===== config.mk =====
export PLATFORM = sky130hd
export DESIGN_NAME = vga_timing_gen
export DESIGN_NICKNAME = d
export VERILOG_FILES = /design/src/rtl/vga_timing_gen.sv
export SDC_FILE = /design/constraint.sdc
export NUM_CORES = 1
export LEC_CHECK = 0
export CORE_ASPECT_RATIO = 2
export CORE_MARGIN = 2
export CORE_UTILIZATION = 30
export DETAILED_ROUTE_END_ITERATION = 10
export PLACE_DENSITY = 0.59
export RECOVER_POWER = 25
export SLEW_MARGIN = 20
export SYNTH_ARGS = -nofsm -noshare
export SYNTH_HDL_FRONTEND = slang
export SYNTH_SLANG_ARGS = --single-unit

===== constraint.sdc =====
create_clock -name clk -period 1.6 [get_ports clk]
set_input_delay 0.24 -clock clk [delete_from_list [all_inputs] [get_ports clk]]
set_output_delay 0.24 -clock clk [all_outputs]
set_load 0.02 [all_outputs]

===== src/rtl/vga_timing_gen.sv =====
// vga_timing_gen: programmable VGA raster timing with a prefetch coordinate
// port for a pixel source of known latency. Sync, data-enable, colour and
// frame/line markers are delayed to line up with the returned pixel data.
module vga_timing_gen #(
  parameter int   H_ACTIVE = 640,
  parameter int   H_FP     = 16,
  parameter int   H_SYNC   = 96,
  parameter int   H_BP     = 48,
  parameter int   V_ACTIVE = 480,
  parameter int   V_FP     = 10,
  parameter int   V_SYNC   = 2,
  parameter int   V_BP     = 33,
  parameter logic H_POL    = 1'b0,
  parameter logic V_POL    = 1'b0,
  parameter int   RGB_W    = 3,
  parameter int   LAT      = 0,
  parameter int   CNT_W    = 10
) (
  input  logic             clk,
  input  logic             rst,
  input  logic             en,
  output logic [CNT_W-1:0] fetch_x,
  output logic [CNT_W-1:0] fetch_y,
  input  logic [RGB_W-1:0] pix_rgb,
  output logic             hsync,
  output logic             vsync,
  output logic             de,
  output logic [RGB_W-1:0] rgb,
  output logic             line_start,
  output logic             frame_start
);

  localparam int unsigned H_TOTAL = H_ACTIVE + H_FP + H_SYNC + H_BP;
  localparam int unsigned V_TOTAL = V_ACTIVE + V_FP + V_SYNC + V_BP;
  localparam int unsigned HS_BEG  = H_ACTIVE + H_FP;
  localparam int unsigned HS_END  = HS_BEG + H_SYNC;
  localparam int unsigned VS_BEG  = V_ACTIVE + V_FP;
  localparam int unsigned VS_END  = VS_BEG + V_SYNC;

  localparam logic [CNT_W-1:0] H_LAST = CNT_W'(H_TOTAL - 1);
  localparam logic [CNT_W-1:0] V_LAST = CNT_W'(V_TOTAL - 1);

  // Refuse to build counters too narrow for the raster or an unsupported latency.
  if ((H_TOTAL > (1 << CNT_W)) || (V_TOTAL > (1 << CNT_W))) begin : g_cnt_w_bad
    $error("vga_timing_gen: CNT_W too small for H_TOTAL/V_TOTAL");
  end
  if ((LAT < 0) || (LAT > 7)) begin : g_lat_bad
    $error("vga_timing_gen: LAT must be in 0..7");
  end

  // Raw timing flags for one counter position, all active-high.
  typedef struct packed {
    logic hs;
    logic vs;
    logic de;
    logic ls;
    logic fs;
  } tim_t;

  logic [CNT_W-1:0] h_cnt;
  logic [CNT_W-1:0] v_cnt;
  tim_t             tim_raw;
  tim_t             tim_d;

  assign fetch_x = h_cnt;
  assign fetch_y = v_cnt;

  // Raster counters: h wraps at the end of the line, v steps on each h wrap.
  // NOTE: sequential state uses non-blocking assignments so every register
  // samples pre-edge values regardless of statement order.
  always_ff @(posedge clk or posedge rst) begin
    if (rst) begin
      h_cnt <= '0;
      v_cnt <= '0;
    end else if (en) begin
      if (h_cnt == H_LAST) begin
        h_cnt <= '0;
        v_cnt <= (v_cnt == V_LAST) ? '0 : v_cnt + CNT_W'(1);
      end else begin
        h_cnt <= h_cnt + CNT_W'(1);
      end
    end
  end

  // Decode sync windows, visible area and line/frame origin from the counters.
  // NOTE: the default assignment first keeps this block free of inferred latches.
  always_comb begin
    tim_raw    = '0;
    tim_raw.hs = (32'(h_cnt) >= HS_BEG) && (32'(h_cnt) < HS_END);
    tim_raw.vs = (32'(v_cnt) >= VS_BEG) && (32'(v_cnt) < VS_END);
    tim_raw.de = (32'(h_cnt) < H_ACTIVE) && (32'(v_cnt) < V_ACTIVE);
    tim_raw.ls = (h_cnt == '0);
    tim_raw.fs = (h_cnt == '0) && (v_cnt == '0);
  end

  if (LAT == 0) begin : g_bypass
    assign tim_d = tim_raw;
  end else begin : g_delay
    tim_t dly_q [LAT];

    // Shift the timing flags LAT enabled cycles to match the pixel source.
    // NOTE: this small array is reset because it carries control flags; a
    // stale de/ls/fs after reset would emit a bogus pixel or marker.
    always_ff @(posedge clk or posedge rst) begin
      if (rst) begin
        for (int i = 0; i < LAT; i++) dly_q[i] <= '0;
      end else if (en) begin
        dly_q[0] <= tim_raw;
        for (int i = 1; i < LAT; i++) dly_q[i] <= dly_q[i-1];
      end
    end

    assign tim_d = dly_q[LAT-1];
  end

  // Output stage: levels load on enabled edges, markers last exactly one clk.
  always_ff @(posedge clk or posedge rst) begin
    if (rst) begin
      hsync       <= ~H_POL;
      vsync       <= ~V_POL;
      de          <= 1'b0;
      rgb         <= '0;
      line_start  <= 1'b0;
      frame_start <= 1'b0;
    end else begin
      line_start  <= en & tim_d.ls;
      frame_start <= en & tim_d.fs;
      if (en) begin
        hsync <= tim_d.hs ? H_POL : ~H_POL;
        vsync <= tim_d.vs ? V_POL : ~V_POL;
        de    <= tim_d.de;
        rgb   <= tim_d.de ? pix_rgb : '0;
      end
    end
  end

endmodule


==> flow_summary.toml, run 1 <==
# generated from flow reports
[outcome]
status = "finished, violations left"
violations = "setup timing"

[synthesis]
ys_seq_share = 0.4960
simple_gate_share = 0.2312
top_area_cell = "dfrtp_1"
synthAdderAreaFrac = 0.04413
synthXorXnorAreaFrac = 0.06796
yosys_warnings = 0
ys_cells = 134
flop_cell = "dfrtp_1"
synth_cells = 134
synth_top_area_share = 0.4590

[timing]
finalSetupTns_ns = -0.01680
fin_ws_ns = -0.01680
fin_crit_sh = 1.010
setup_viol = 1

[cts]
numCtsBuffers = 3
clockBufferDepth = 2

[global_route]
grt_start_max_net_pins = 29
grt_pass1_vias = 1354

[die]
die_area_um2 = 5324

[power_and_ir_drop]
power_frac_seq = 0.392
p_int_mw = 1.535
peakVddDrop_v = 0.0008061

[critical_path]
crit_start = "fetch_x[5]"
crit_end = "fetch_y[3]"

[job]
drv_cap = 0

[drt]
vias_per_cell = 5.112
first_iter_violations = 37
drcViolationCount = 0

[layout]
design_area_um2 = 2118
lay_top_cells = "28 x buf_4, 21 x dlygate4sd2_1, 20 x dfrtp_1"
final_common_cell = "buf_4"

[hold_path]
hp-class = "reg2reg"

[placed_design]
io_buffers = 33
[run 1: layout make-up]
type / instances / area [µm²] / share of cell area
inverter: 11 / 41.29 / 0.01949
multi-input combinational: 91 / 704.4 / 0.3325
clock buffer: 3 / 41.29 / 0.01949
clock inverter: 1 / 30.03 / 0.01418
tap: 55 / 68.82 / 0.03249
timing repair buffer: 62 / 521.8 / 0.2463
sequential: 28 / 710.7 / 0.3355
[run 1: per-stage QoR]
stage | utilization | cells | power [mW] | worst slack, ns | hold WS (ns)
floorplan | - | 134 | 1.322 | -0.1765 | 0.3038
global placement | 0.4367 | 245 | 1.726 | -0.2788 | 0.4678
detailed placement | 0.4367 | 245 | 1.755 | -0.3127 | 0.4714
CTS | 0.4522 | 249 | 2.277 | -0.01832 | 0.3323
global route | 0.4607 | 251 | 2.427 | -0.04373 | 0.5274
finish | 0.4607 | 251 | 2.283 | -0.01680 | 0.4955
[run 1: per-layer routing]
layer,track usage,up-vias,share of wire
met5,0,-,0
met4,0.05720,0,0.018
met1,0.1802,639,0.37
li1,-,607,-
met3,0.01475,7,0.026
met2,0.2990,30,0.58
[run 1: synthesized netlist by cell type, types with 2 or more instances]
library cell,number
dfrtp_1,26
inv_1,11
nand3_1,8
nor2_1,8
nand2_1,7
xnor2_1,7
nor4_1,6
and3_1,5
ha_1,5
a21oi_1,4
mux2i_1,4
nand4_1,4
nor3_1,4
o21ai_0,4
xor2_1,4
a22o_1,3
and4_1,3
buf_2,3
dfstp_2,2
nor4b_1,2
[run 1: registers in the layout, indices dropped and copies added (netlist names)]
signal and flops:
hsync 1, vsync 1, de 1, line_start 1, frame_start 1, rgb 3
fetch_x 10, fetch_y 10
[run 1: timing repair]
action                     4_1_cts  5_1_grt
buffers inserted                 0        2
setup endpoints to repair       29       11
pin swaps                        1        1
resized                         27        5
gates cloned                     0        0
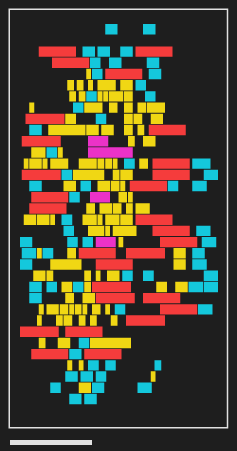
*Cells colored by class, run 1*
Scale bar: 20 µm.
- red: flip-flops (cells 28; share of their area 35%)
- yellow: all other logic (cells 102; share of their area 36%)
- magenta: clock drivers and dummy loads (cells 4; share of their area 3.5%)
- cyan: other buffers and delay cells (cells 62; share of their area 25%)

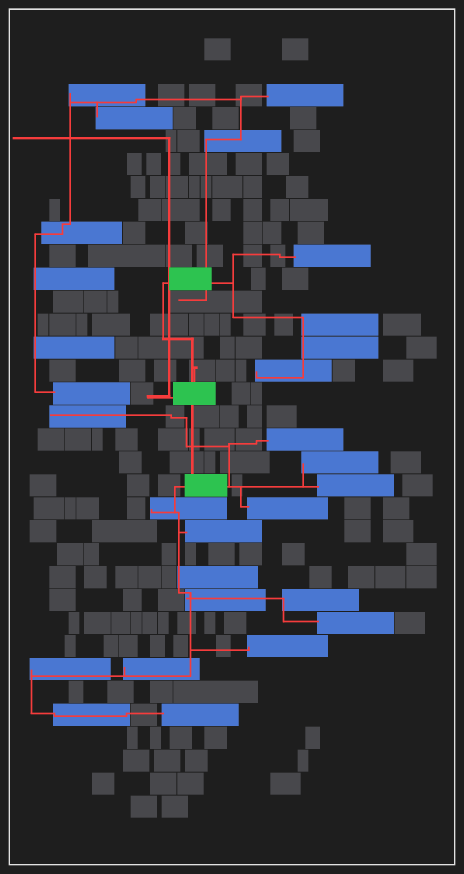
*Clock wires, drivers and flops, run 1*
- green: cells driving clock nets (count 3)
- red: clock wires (length 385 µm)
- blue: flip-flops (count 28)
- routed clock nets: 4

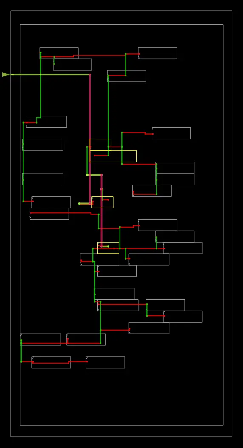
*Clock routing, run 1*
CLK BUF: 3
Clock Latency Late Sink: 0.28 ns
Clock Skews: 0.006807 ns
clock sink total: 28
clock group power: 573 µW

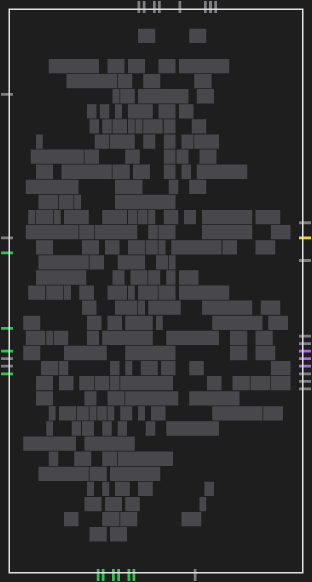
*Ports around the boundary, run 1*
Pins as bars across the die edge, other pins in gray.
- purple: `rgb` (pins 3; direction output; edge east)
- green: `fetch_x` (pins 10; direction output; edge 6 south, 4 west)
- yellow: `frame_start` (pins 1; direction output; edge east)

--- run 2 (diff from run 1) ---
CTS_CLUSTER_DIAMETER = 150   (was default)
SLEW_MARGIN = default   (was 20)
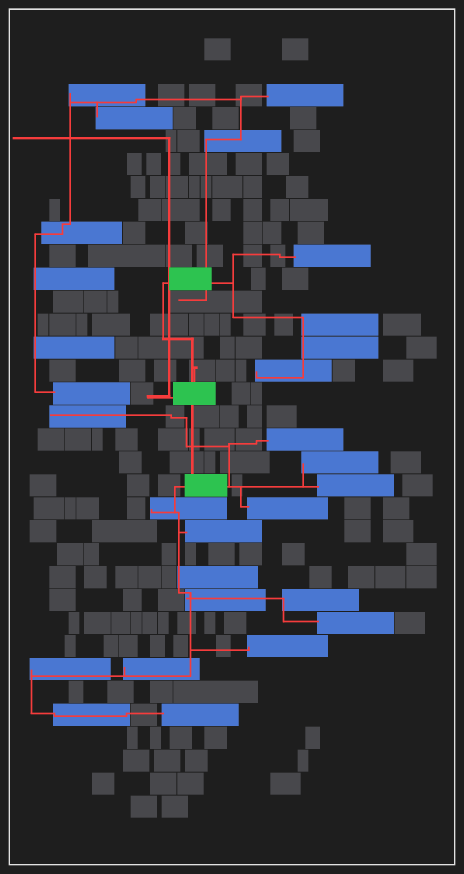
*Clock wires, drivers and flops, run 2*
- green: cells driving clock nets (count 3)
- red: clock wires (length 385 µm)
- blue: flip-flops (count 28)
- routed clock nets: 4

==> flow_summary.toml, run 2 <==
# generated from flow reports
[global_route]
grt_start_max_net_pins = 29
overflow = 0
top_usage_layer = "met2"
grt_pass1_vias = 1354
grtUsageMet3 = 0.01475
met2_usage = 0.2990
groute.layer.met1.usage = 0.1802

[layout]
drive_above_1_share = 0.2602
lay_top_cells = "28 x buf_4, 21 x dlygate4sd2_1, 20 x dfrtp_1"
finish.net_count = 208
fill_cells = 454
final_common_cell = "buf_4"
final_core_util = 0.4607
design_area_um2 = 2118
finalNonFillerCells = 251

[critical_path]
start_kind = "flip-flop"
r2r_slack_ns = -0.02
required_ns = 1.77
cp_max_fo = 6
worstReg2RegEnd = "fetch_y[3]"
crit_start = "fetch_x[5]"
crit_end = "fetch_y[3]"
reg2reg_from = "fetch_x[5]"
cp.arrival_ns = 1.79
crit_path_end_kind = "flip-flop"

[timing]
skew_ns = 0.006807
drv_slew = 0
fin_crit_sh = 1.010
worst_pin_slew_ns = 0.6941
finalSetupTns_ns = -0.01680
setup_viol = 1
fin_ws_ns = -0.01680
hold_viol_final = 0
relSlewSlack = 0.5373
fin_hold_ws_ns = 0.4955

[job]
warning_count = 32
drv_cap = 0

[die]
coreArea_um2 = 4598
die_area_um2 = 5324
fp_util = 0.3083
rows = 35

[hold_path]
worstHoldEndpoint = "de"
hp-class = "reg2reg"

[placed_design]
post_dp_cell_area_um2 = 2008
place_inst = 245
io_buffers = 33
place_ws_ns = -0.3127

[synthesis]
synth_cells = 134
top_area_cell = "dfrtp_1"
syn_nets = 145
async_flop_share = 1.000
yosys_warnings = 0
ys_cells = 134
common_cells = "26 x dfrtp_1, 11 x inv_1, 8 x nand3_1, 8 x nor2_1"
ys_seq_share = 0.4960
flop_cell = "dfrtp_1"
edf_count = 0
synth_top_area_share = 0.4590
post-synth-top-count-cell = "dfrtp_1"
ys.flops = 28
ys_top_cells_by_area = "dfrtp_1 46%, ha_1 4.4%, xnor2_1 4.3%, dfstp_2 3.7%, inv_1 2.9%"

[cts]
cts-root-buf = "clkbuf_8"
hold_buffers = 0
cts.sinks = 28
numCtsBuffers = 3
clk-insertion-delay-late_ns = 0.28
clockBufferDepth = 2
cts_tree = "built"
clk_pin_slew_ns = 0.10

[power_and_ir_drop]
power_frac_seq = 0.392
power_mw = 2.283
combPwrFrac = 0.357
p_int_mw = 1.535
peakVddDrop_v = 0.0008061
p_sw_uw = 747.7

[outcome]
status = "finished, violations left"
violations = "setup timing"

[drt]
vias = 1283
drt-wirelength-per-cell_um = 15.56
drcViolationCount = 0
first_iter_violations = 37
vias_per_cell = 5.112
postRouteWirelength_um = 3906
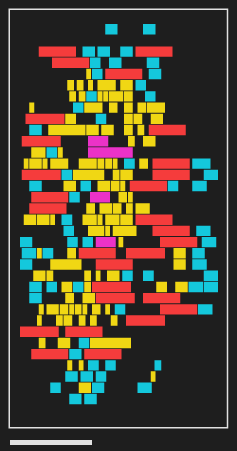
*Cells colored by class, run 2*
Scale bar: 20 µm.
- magenta: clock drivers and dummy loads (cells 4; share of their area 3.5%)
- cyan: other buffers and delay cells (cells 62; share of their area 25%)
- red: flip-flops (cells 28; share of their area 35%)
- yellow: all other logic (cells 102; share of their area 36%)

run 2: cell counts after synthesis:
Identical to the previous run, type by type.
run 2: what timing repair did:
| item | 4_1_cts | 5_1_grt |
|---|---|---|
| resized | 27 | 5 |
| buffers inserted | 0 | 2 |
| pin swaps | 1 | 1 |
| gates cloned | 0 | 0 |
| endpoints found under the setup margin | 29 | 11 |
run 2: per-layer routing:
layer,up-vias,wire (µm)
met5,-,0
met4,0,72
met3,7,102
met2,30,2278
met1,639,1453
li1,607,-
run 2: power groups by stage:
stage          Sequential (mW)  Combinational (mW)  Clock (mW)
6_report                 0.894               0.816       0.573
5_1_grt                  0.907               0.907       0.613
4_1_cts                  0.897               0.806       0.574
3_5_place_dp             0.901               0.853           0
3_3_place_gp             0.891               0.836           0
2_1_floorplan             1.07               0.254           0
run 2: layout make-up:
| cell class | count | area, µm² | share of cell area |
|---|---|---|---|
| tap | 55 | 68.82 | 0.03249 |
| timing repair buffer | 62 | 521.8 | 0.2463 |
| sequential | 28 | 710.7 | 0.3355 |
| clock inverter | 1 | 30.03 | 0.01418 |
| multi-input combinational | 91 | 704.4 | 0.3325 |
| inverter | 11 | 41.29 | 0.01949 |
| clock buffer | 3 | 41.29 | 0.01949 |
run 2: critical path: stages, from the launching register on:
cell and delay, ns:
dfrtp_1 0.39, nand4bb_4 0.24, or4_4 0.56, a211o_1 0.31
run 2: cell families after synthesis:
| group | synth area share |
|---|---|
| mux | 0.02824 |
| xor+xnor | 0.06796 |
| buf+inv | 0.04766 |
| fa+ha+maj | 0.04413 |
| flops | 0.4960 |
| simple gates | 0.2313 |
| compound gates | 0.08475 |
Power figures rest on the tool's default switching activity, not on a simulated workload.
